### config.mk
export PLATFORM = sky130hd
export DESIGN_NAME = hazard_tag_pipe
export DESIGN_NICKNAME = d
export VERILOG_FILES = /design/src/rtl/pipe_pkg.sv /design/src/rtl/hazard_tag_reg.sv /design/src/rtl/hazard_tag_pipe.sv
export SDC_FILE = /design/constraint.sdc
export NUM_CORES = 1
export LEC_CHECK = 0
export CAP_MARGIN = 15
export CORE_MARGIN = 2
export CORE_UTILIZATION = 35
export CTS_CLUSTER_SIZE = 14
export DETAILED_ROUTE_END_ITERATION = 12
export PLACE_DENSITY = 0.7
export SYNTH_ARGS = -nofsm -noshare
export SYNTH_HDL_FRONTEND = slang
export SYNTH_HIERARCHICAL = 1
export SYNTH_SLANG_ARGS = --single-unit
### constraint.sdc
create_clock -name clk -period 2.2 [get_ports clk]
set_clock_uncertainty 0.1 [all_clocks]
set_input_delay 0.55 -clock clk [delete_from_list [all_inputs] [get_ports clk]]
set_output_delay 0.55 -clock clk [all_outputs]
set_load 0.05 [all_outputs]
### src/rtl/pipe_pkg.sv
// rtl/pipe_pkg.sv - shared hazard tag types, bubble constant and saturating decrement
package pipe_pkg;
    localparam int REG_AW = 5;
    localparam int TNEW_W = 2;

    typedef struct packed {
        logic [REG_AW-1:0] addr;
        logic              we;
        logic [TNEW_W-1:0] tnew;
    } hazard_tag_t;

    localparam hazard_tag_t BUBBLE_TAG = '0;

    function automatic logic [TNEW_W-1:0] sat_dec(input logic [TNEW_W-1:0] x);
        return (x == '0) ? '0 : x - 1'b1;
    endfunction
endpackage

### src/rtl/hazard_tag_reg.sv
// rtl/hazard_tag_reg.sv - one pipeline stage register for a hazard tag
module hazard_tag_reg
    import pipe_pkg::*;
#(
    parameter bit DEC = 1'b0
) (
    input  logic        clk,
    input  logic        reset,
    input  logic        clr,
    input  hazard_tag_t d,
    output hazard_tag_t q
);
    hazard_tag_t tag_d;
    hazard_tag_t tag_q;

    always_comb begin
        tag_d = d;
        if (DEC) begin
            tag_d.tnew = sat_dec(d.tnew);
        end
        // $0 is never a producer, so its write enable is dropped on entry
        if (d.addr == '0) begin
            tag_d.we = 1'b0;
        end
        if (clr) begin
            tag_d = BUBBLE_TAG;
        end
    end

    always_ff @(posedge clk) begin
        if (reset) begin
            tag_q <= BUBBLE_TAG;
        end else begin
            tag_q <= tag_d;
        end
    end

    assign q = tag_q;
endmodule

### src/rtl/hazard_tag_pipe.sv
// rtl/hazard_tag_pipe.sv - carries hazard tags E->M->W, applies stall, counts stall cycles
module hazard_tag_pipe
    import pipe_pkg::*;
#(
    parameter int CNT_W = 32
) (
    input  logic              clk,
    input  logic              reset,
    input  logic              stall,
    input  logic [REG_AW-1:0] D_WriteRegAddr,
    input  logic              D_RegWrite,
    input  logic [TNEW_W-1:0] D_T_new,
    output logic [REG_AW-1:0] E_WriteRegAddr,
    output logic              E_CU_EN_RegWrite,
    output logic [TNEW_W-1:0] E_T_new,
    output logic [REG_AW-1:0] M_WriteRegAddr,
    output logic              M_CU_EN_RegWrite,
    output logic [TNEW_W-1:0] M_T_new,
    output logic [REG_AW-1:0] W_WriteRegAddr,
    output logic              W_CU_EN_RegWrite,
    output logic [TNEW_W-1:0] W_T_new,
    output logic              PC_en,
    output logic              D_en,
    output logic              E_clr,
    output logic [CNT_W-1:0]  stall_cnt
);
    hazard_tag_t d_tag;
    hazard_tag_t e_tag;
    hazard_tag_t m_tag;
    hazard_tag_t w_tag;
    logic [CNT_W-1:0] stall_cnt_d;
    logic [CNT_W-1:0] stall_cnt_q;

    always_comb begin
        d_tag.addr = D_WriteRegAddr;
        d_tag.we   = D_RegWrite;
        d_tag.tnew = D_T_new;
    end

    hazard_tag_reg #(.DEC(1'b0)) u_e_reg (
        .clk(clk), .reset(reset), .clr(stall), .d(d_tag), .q(e_tag)
    );
    hazard_tag_reg #(.DEC(1'b1)) u_m_reg (
        .clk(clk), .reset(reset), .clr(1'b0), .d(e_tag), .q(m_tag)
    );
    hazard_tag_reg #(.DEC(1'b1)) u_w_reg (
        .clk(clk), .reset(reset), .clr(1'b0), .d(m_tag), .q(w_tag)
    );

    always_comb begin
        stall_cnt_d = stall_cnt_q;
        if (stall && (stall_cnt_q != '1)) begin
            stall_cnt_d = stall_cnt_q + {{(CNT_W-1){1'b0}}, 1'b1};
        end
    end

    always_ff @(posedge clk) begin
        if (reset) begin
            stall_cnt_q <= '0;
        end else begin
            stall_cnt_q <= stall_cnt_d;
        end
    end

    assign PC_en = ~stall;
    assign D_en  = ~stall;
    assign E_clr = stall;

    assign E_WriteRegAddr   = e_tag.addr;
    assign E_CU_EN_RegWrite = e_tag.we;
    assign E_T_new          = e_tag.tnew;
    assign M_WriteRegAddr   = m_tag.addr;
    assign M_CU_EN_RegWrite = m_tag.we;
    assign M_T_new          = m_tag.tnew;
    assign W_WriteRegAddr   = w_tag.addr;
    assign W_CU_EN_RegWrite = w_tag.we;
    assign W_T_new          = w_tag.tnew;
    assign stall_cnt        = stall_cnt_q;
endmodule

==> impl_metrics.toml <==
# implementation run metrics
[layout]
fin_area_um2 = 3740
ff_latch_area_um2 = 1170
seq_cell_count = 56
layout_top_cell = "clkdlybuf4s50_1"
final_layout_size_suffix_gt1_share_pct = 30.0
fin_cells = 469
area_growth_pct = 48.8
layout.area.comb_um2 = 1380
clk_share_pct = 2.61
nClkBuffers = 5
nets = 386
largest_reg_flops = 32
area_dominant_class = "logic gates"
nonClkBufAreaFrac_pct = 25.0

[clocking]
clk_path_buf_depth = 2
clock_sinks = 56
clock-root-buffer = "clkbuf_8"
ctsHoldBuffers = 0
numCtsBuffers = 5
postCtsSetupBuffers = 0
post_cts_resize_count = 3

[worst_setup_path]
slowest_stage = "clkdlybuf4s50_1"
cp-end-kind = "primary output"
crit_path_start_kind = "flop"
rr_endpoint = "stall_cnt[27]$_SDFFE_PP0P_"
cp-endpoint = "stall_cnt[11]"
worst-path-max-fanout = 5
cpPeakStageDelay_ps = 810
reg2regPathDepth = 7
reg2reg_from = "stall_cnt[13]$_SDFFE_PP0P_"
path_cells = "clkdlybuf4s50_1"
crit_buf_inv = 1
cp_data_arrival_time_ps = 1510
crit_cells = 1
cp.required_ps = 1550

[global_routing]
grt_antenna_before_repair = 0
gr-max-usage-layer = "met2"
grt_pass1_wl_um = 9960
track_usage_pct = 16.1
grt_pass1_vias = 2119
grt_use_met2_pct = 26.5
grt_max_degree = 51

[routing]
viasPerCell = 5.10
top_layer_used = "met4"
drc = 0
vias = 2393
postRouteWirelength_um = 6430
wl_met2_um = 3060
dr.first_iter.drc_count = 162
ant_nets = 0

[placed_design]
dp_slack_ps = -432
place_inst = 453
dp_hpwl_um = 4630
gp_congestion = 0.945

[floorplan]
ioPinCount = 70
rows = 30
core_um2 = 6870
fp.dieW_um = 88.8
dieArea_um2 = 7880

[logic_synthesis]
synthCells = 276
edf_count = 0
xor_share_pct = 1.39
simple_gate_share_pct = 32.9
yosys.area_share.adder_pct = 1.49
synthArstFlopShare_pct = 0
synthAoiAreaFrac_pct = 10.1
ys_area_um2 = 2520
logic_family = "simple AND/OR/NAND/NOR gates"
synth_stat.cells = 276
yosys_warnings = 6
yosysMostFrequentCell = "dfxtp_1"
yosysSeqAreaShare_pct = 44.6
topCellsByArea = "dfxtp_1, and2_1, nor2_1"

[min_path]
worst_hold_path_type = "reg2reg"
hold_depth = 1
min_from = "u_e_reg/q[2]$_SDFF_PP0_"
hold_end = "u_m_reg/q[2]$_SDFF_PP0_"

[run_status]
status = "finished clean"

[sta]
final.setup.tns_ps = 0
slew_viol_final = 0
period_used_pct = 98.4
tightest_slew_ps = 521
min_period_ps = 2160
slew_headroom_pct = 65.1
finalWorstSetupSlack_ps = 35.8
setup_viol = 0
hold_viol_final = 0
fmax_mhz = 462

[power]
pg_comb_uw = 174
power_frac_seq_pct = 56.6
swShare_pct = 27.0
powerClk_uw = 619
irDropWorstVdd_mv = 0.266
maxPowerGroup = "registers"
p_seq_uw = 1030
intPower_uw = 1330
p_sw_uw = 493
clkPwrFrac_pct = 33.9

[job]
warning_count = 28
cap_violations = 0
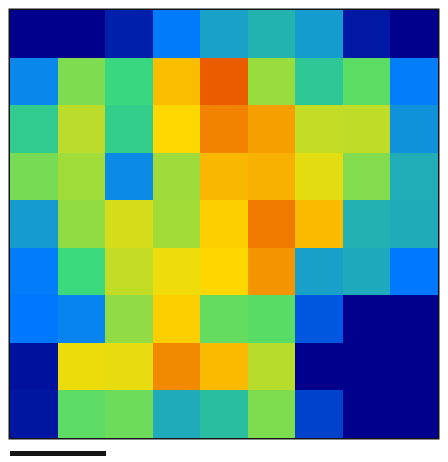
Figure 1: cell density map.
Bar = 20 um. 9 x 9 tiles, from dark blue (low) to red (high), 0 to 100% covered.
mean over tiles: 46%
tiles over 75% full: 19%
densest ninth of the die: center
nearly empty tiles: 12%
emptiest ninth of the die: south-east

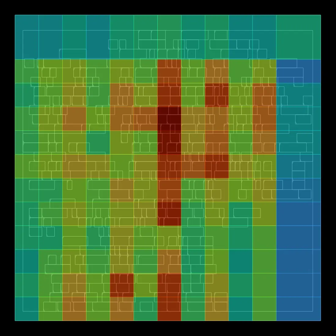
Figure 2: track usage over the die.
Final Util: 54.5%
M1 GR Usage: 21.1%
wire per inst: 13.7 um
global-route met3 utilization: 3.45%

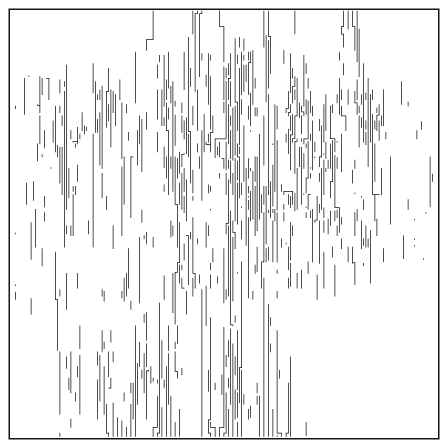
Figure 3: metal 2.
main direction: vertical
share of all routed wire: 48%
longest straight run: 32.8 um

